### Signal wires on met3

Bar = 50 microns.
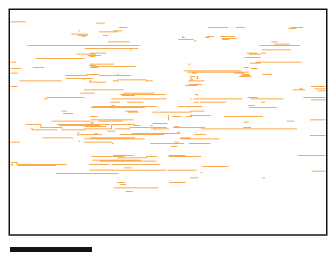
### Clock nets

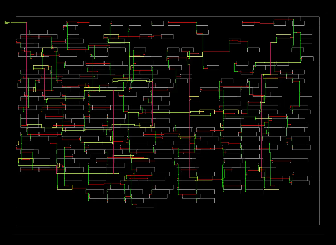
### M4 wires

Bar = 50 microns.
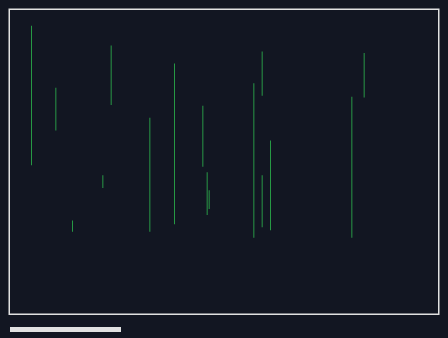
### M1 wires

Bar = 50 microns.
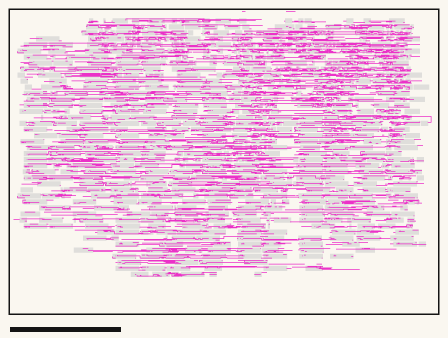
===== config.mk =====
export PLATFORM = sky130hd
export DESIGN_NAME = jtdsp16_cache
export DESIGN_NICKNAME = d
export VERILOG_FILES = /design/src/rtl/jtdsp16_pkg.sv /design/src/rtl/jtdsp16_cache_mem.sv /design/src/rtl/jtdsp16_cache.sv
export SDC_FILE = /design/constraint.sdc
export NUM_CORES = 1
export LEC_CHECK = 0
export ABC_CLOCK_PERIOD_IN_PS = 2870
export CORE_ASPECT_RATIO = 0.7
export CORE_MARGIN = 3
export CORE_UTILIZATION = 50
export CTS_CLUSTER_DIAMETER = 150
export CTS_CLUSTER_SIZE = 16
export DETAILED_ROUTE_END_ITERATION = 6
export PLACE_DENSITY = 0.71
export SYNTH_ARGS = -nofsm -noshare
export SYNTH_HDL_FRONTEND = slang
export SYNTH_SLANG_ARGS = --single-unit

===== constraint.sdc =====
create_clock -name clk -period 2.87 [get_ports clk]
set_input_delay 0.4305 -clock clk [delete_from_list [all_inputs] [get_ports clk]]
set_output_delay 0.4305 -clock clk [all_outputs]
set_load 0.1 [all_outputs]

===== src/rtl/jtdsp16_pkg.sv =====
// Shared types and sizing for the jtdsp16 loop cache ("do K {NI}" / "redo K").
package jtdsp16_pkg;

   localparam int CACHE_DEPTH = 15;  // entries; entry index 15 is never used
   localparam int NI_W        = 4;   // loop body length / pointer width
   localparam int K_W         = 7;   // iteration count width
   localparam int INSTR_W     = 16;  // instruction word width

   typedef enum logic [1:0] {
      ST_IDLE   = 2'd0,
      ST_LOAD   = 2'd1,
      ST_REPLAY = 2'd2
   } state_t;

endpackage


===== src/rtl/jtdsp16_cache_mem.sv =====
// 15x16 register file: one synchronous write port, one asynchronous read port.
module jtdsp16_cache_mem
   import jtdsp16_pkg::*;
(
   input  logic               clk,
   input  logic               i_we,
   input  logic [NI_W-1:0]    i_waddr,
   input  logic [INSTR_W-1:0] i_wdata,
   input  logic [NI_W-1:0]    i_raddr,
   output logic [INSTR_W-1:0] o_rdata
);

   localparam logic [NI_W-1:0] LAST_ADDR = NI_W'(CACHE_DEPTH - 1);

   logic [INSTR_W-1:0] r_mem [CACHE_DEPTH];

   // Write one instruction word; out-of-range addresses are dropped.
   // NOTE: the array has no reset on purpose -- contents are only ever read
   // after being written by a LOAD, and a reset would cost a mux per bit.
   always_ff @(posedge clk) begin
      if (i_we && (i_waddr <= LAST_ADDR))
         r_mem[i_waddr] <= i_wdata;
   end

   assign o_rdata = (i_raddr <= LAST_ADDR) ? r_mem[i_raddr] : '0;

endmodule


===== src/rtl/jtdsp16_cache.sv =====
// Loop cache for the DSP16 "do K {NI}" / "redo K" instructions: captures a
// loop body from ROM on its first pass, then replays it from local storage
// while holding the program counter.
module jtdsp16_cache
   import jtdsp16_pkg::*;
(
   input  logic               clk,
   input  logic               rst,
   input  logic               cen,
   input  logic               do_en,
   input  logic               redo_en,
   input  logic [NI_W-1:0]    ni,
   input  logic [K_W-1:0]     k,
   input  logic               fetch,
   input  logic [INSTR_W-1:0] rom_dout,
   output logic [INSTR_W-1:0] cache_dout,
   output logic               cache_sel,
   output logic               pc_hold,
   output logic               busy
);

   state_t             r_state;
   logic [NI_W-1:0]    r_ni;
   logic [K_W-1:0]     r_k;
   logic [NI_W-1:0]    r_wr_ptr;
   logic [NI_W-1:0]    r_rd_ptr;
   logic [K_W-1:0]     r_iter;
   logic               r_body_valid;
   logic [INSTR_W-1:0] r_dout_hold;

   logic               w_fetch;
   logic               w_we;
   logic               w_last_wr;
   logic               w_last_rd;
   logic [INSTR_W-1:0] w_rd_data;

   // A fetch paired with do/redo is the loop instruction itself, not body.
   assign w_fetch   = fetch & ~do_en & ~redo_en;
   assign w_we      = ~rst & cen & (r_state == ST_LOAD) & w_fetch;
   assign w_last_wr = (r_wr_ptr == r_ni - NI_W'(1));
   assign w_last_rd = (r_rd_ptr == r_ni - NI_W'(1));

   jtdsp16_cache_mem u_mem (
      .clk     (clk),
      .i_we    (w_we),
      .i_waddr (r_wr_ptr),
      .i_wdata (rom_dout),
      .i_raddr (r_rd_ptr),
      .o_rdata (w_rd_data)
   );

   // Loop sequencer: IDLE -> LOAD (first pass from ROM) -> REPLAY (K-1 passes).
   // NOTE: all state here uses non-blocking assignments so every register
   // samples pre-edge values regardless of statement order.
   always_ff @(posedge clk) begin
      if (rst) begin
         r_state      <= ST_IDLE;
         r_ni         <= '0;
         r_k          <= '0;
         r_wr_ptr     <= '0;
         r_rd_ptr     <= '0;
         r_iter       <= '0;
         r_body_valid <= 1'b0;
         r_dout_hold  <= '0;
      end else if (cen) begin
         unique case (r_state)
            ST_IDLE: begin
               if (do_en && (ni != '0) && (k != '0)) begin
                  r_ni         <= ni;
                  r_k          <= k;
                  r_wr_ptr     <= '0;
                  r_body_valid <= 1'b0;
                  r_state      <= ST_LOAD;
               end else if (redo_en && r_body_valid && (k != '0)) begin
                  r_iter   <= k;
                  r_rd_ptr <= '0;
                  r_state  <= ST_REPLAY;
               end
            end
            ST_LOAD: begin
               if (w_fetch) begin
                  if (w_last_wr) begin
                     // Park the pointer at 0 so it never reaches entry 15.
                     r_wr_ptr     <= '0;
                     r_body_valid <= 1'b1;
                     if (r_k == K_W'(1)) begin
                        r_state <= ST_IDLE;
                     end else begin
                        r_iter   <= r_k - K_W'(1);
                        r_rd_ptr <= '0;
                        r_state  <= ST_REPLAY;
                     end
                  end else begin
                     r_wr_ptr <= r_wr_ptr + NI_W'(1);
                  end
               end
            end
            ST_REPLAY: begin
               // Track the presented word so it persists after REPLAY ends.
               r_dout_hold <= w_rd_data;
               if (w_fetch) begin
                  if (w_last_rd) begin
                     r_rd_ptr <= '0;
                     r_iter   <= r_iter - K_W'(1);
                     if (r_iter == K_W'(1))
                        r_state <= ST_IDLE;
                  end else begin
                     r_rd_ptr <= r_rd_ptr + NI_W'(1);
                  end
               end
            end
            default: r_state <= ST_IDLE;
         endcase
      end
   end

   assign cache_sel  = (r_state == ST_REPLAY);
   assign pc_hold    = (r_state == ST_REPLAY);
   assign busy       = (r_state != ST_IDLE);
   assign cache_dout = (r_state == ST_REPLAY) ? w_rd_data : r_dout_hold;

endmodule

==> flow_summary.html <==
<!-- implementation run metrics -->
<table>
<tr><th>Metric</th><th>Value</th></tr>
<tr><th colspan="2">Cells and area</th></tr>
<tr><td>Util after Layout</td><td>62.24%</td></tr>
<tr><td>Number of fill cells</td><td>1,657</td></tr>
<tr><td>Final non-filler cell total</td><td>1,218</td></tr>
<tr><td>Comb. cell area</td><td>0.003901 sq mm</td></tr>
<tr><th colspan="2">Synthesis</th></tr>
<tr><td>Synthesized net count</td><td>823</td></tr>
<tr><td>Fraction of synthesized cell area taken by the top area cell type</td><td>58.97%</td></tr>
<tr><td>Cell area after synthesis</td><td>0.01222 sq mm</td></tr>
<tr><td>Most frequent cell after synthesis</td><td>edfxtp_1</td></tr>
<tr><td>Leading cell types by count after synthesis</td><td>edfxtp_1, nand2_1, mux4_2</td></tr>
<tr><td>Cell type contributing the most total cell area after synthesis</td><td>edfxtp_1</td></tr>
<tr><th colspan="2">Critical path</th></tr>
<tr><td>Worst endpoint data arrival time</td><td>2.65 ns</td></tr>
<tr><td>Depth of the worst register-to-register path</td><td>7</td></tr>
<tr><th colspan="2">Final timing</th></tr>
<tr><td>Worst Slack Setup Final</td><td>-0.2100 ns</td></tr>
<tr><td>Setup violation total in the final timing report</td><td>16</td></tr>
<tr><th colspan="2">Floorplanning</th></tr>
<tr><td>Floorplan die height</td><td>136.8 microns</td></tr>
<tr><td>Number of tap cells added at floorplan</td><td>318</td></tr>
<tr><td>Core Rows</td><td>47</td></tr>
<tr><th colspan="2">Run status</th></tr>
<tr><td>Outcome</td><td>complete, but fails checks</td></tr>
<tr><td>Violations in the final reports</td><td>setup timing</td></tr>
<tr><th colspan="2">Clocking</th></tr>
<tr><td>CTS Buffer Depth</td><td>3</td></tr>
<tr><td>Number of sinks on the clock net</td><td>289</td></tr>
<tr><th colspan="2">Routing</th></tr>
<tr><td>DR DRC count</td><td>0</td></tr>
<tr><td>Metal3 WL</td><td>2367 microns</td></tr>
<tr><th colspan="2">Pwr</th></tr>
<tr><td>Total design power</td><td>9112 uW</td></tr>
</table>
## Picture notes: 'Signal wires on met3'
The longest straight run is 68.1 microns. 120 nets have wire on it. The layer holds 8.2% of the routed length.
total wire length: 28,840 microns
detailed-route via count: 7,381
routing usage on met3: 3.738%

## Picture notes: 'Clock nets'
final sequential cell count: 289
worst clock skew: 0.01472 ns
power dissipated in the clock network: 2880 uW

## Picture notes: 'M4 wires'
The layer holds 1.8% of the routed length. The wires run mostly vertical. The layer carries 531 microns of wire. The longest straight run is 72.1 microns. 12 nets have wire on it.

## Picture notes: 'M1 wires'
888 nets have wire on it. The longest straight run is 63.5 microns. The layer carries 12,600 microns of wire. The wires run mostly horizontal.

## report_power, final
part,internal (uW),switching (uW),total [uW],leakage (uW)
Combinational,690,911,1600,0.00193
Clock,1480,1400,2880,0.000308
Sequential,4580,52.0,4630,0.00256
## cells in the final DEF (no fill, tap or decap), types with 16 or more instances in the layout
cell type | Yosys | routed
edfxtp_1 | 240 | 240
mux4_2 | 60 | 60
nand2_1 | 71 | 55
buf_4 | 4 | 55
dfxtp_1 | 49 | 47
nor2_1 | 39 | 39
buf_12 | 0 | 33
clkdlybuf4s50_1 | 0 | 32
clkbuf_16 | 0 | 26
mux2i_1 | 22 | 21
inv_1 | 20 | 20
nand2b_1 | 18 | 18
o21ai_0 | 19 | 17
nand2_2 | 0 | 16
a311oi_1 | 16 | 16
a21oi_1 | 16 | 16
Power figures rest on the tool's default switching activity, not on a simulated workload.
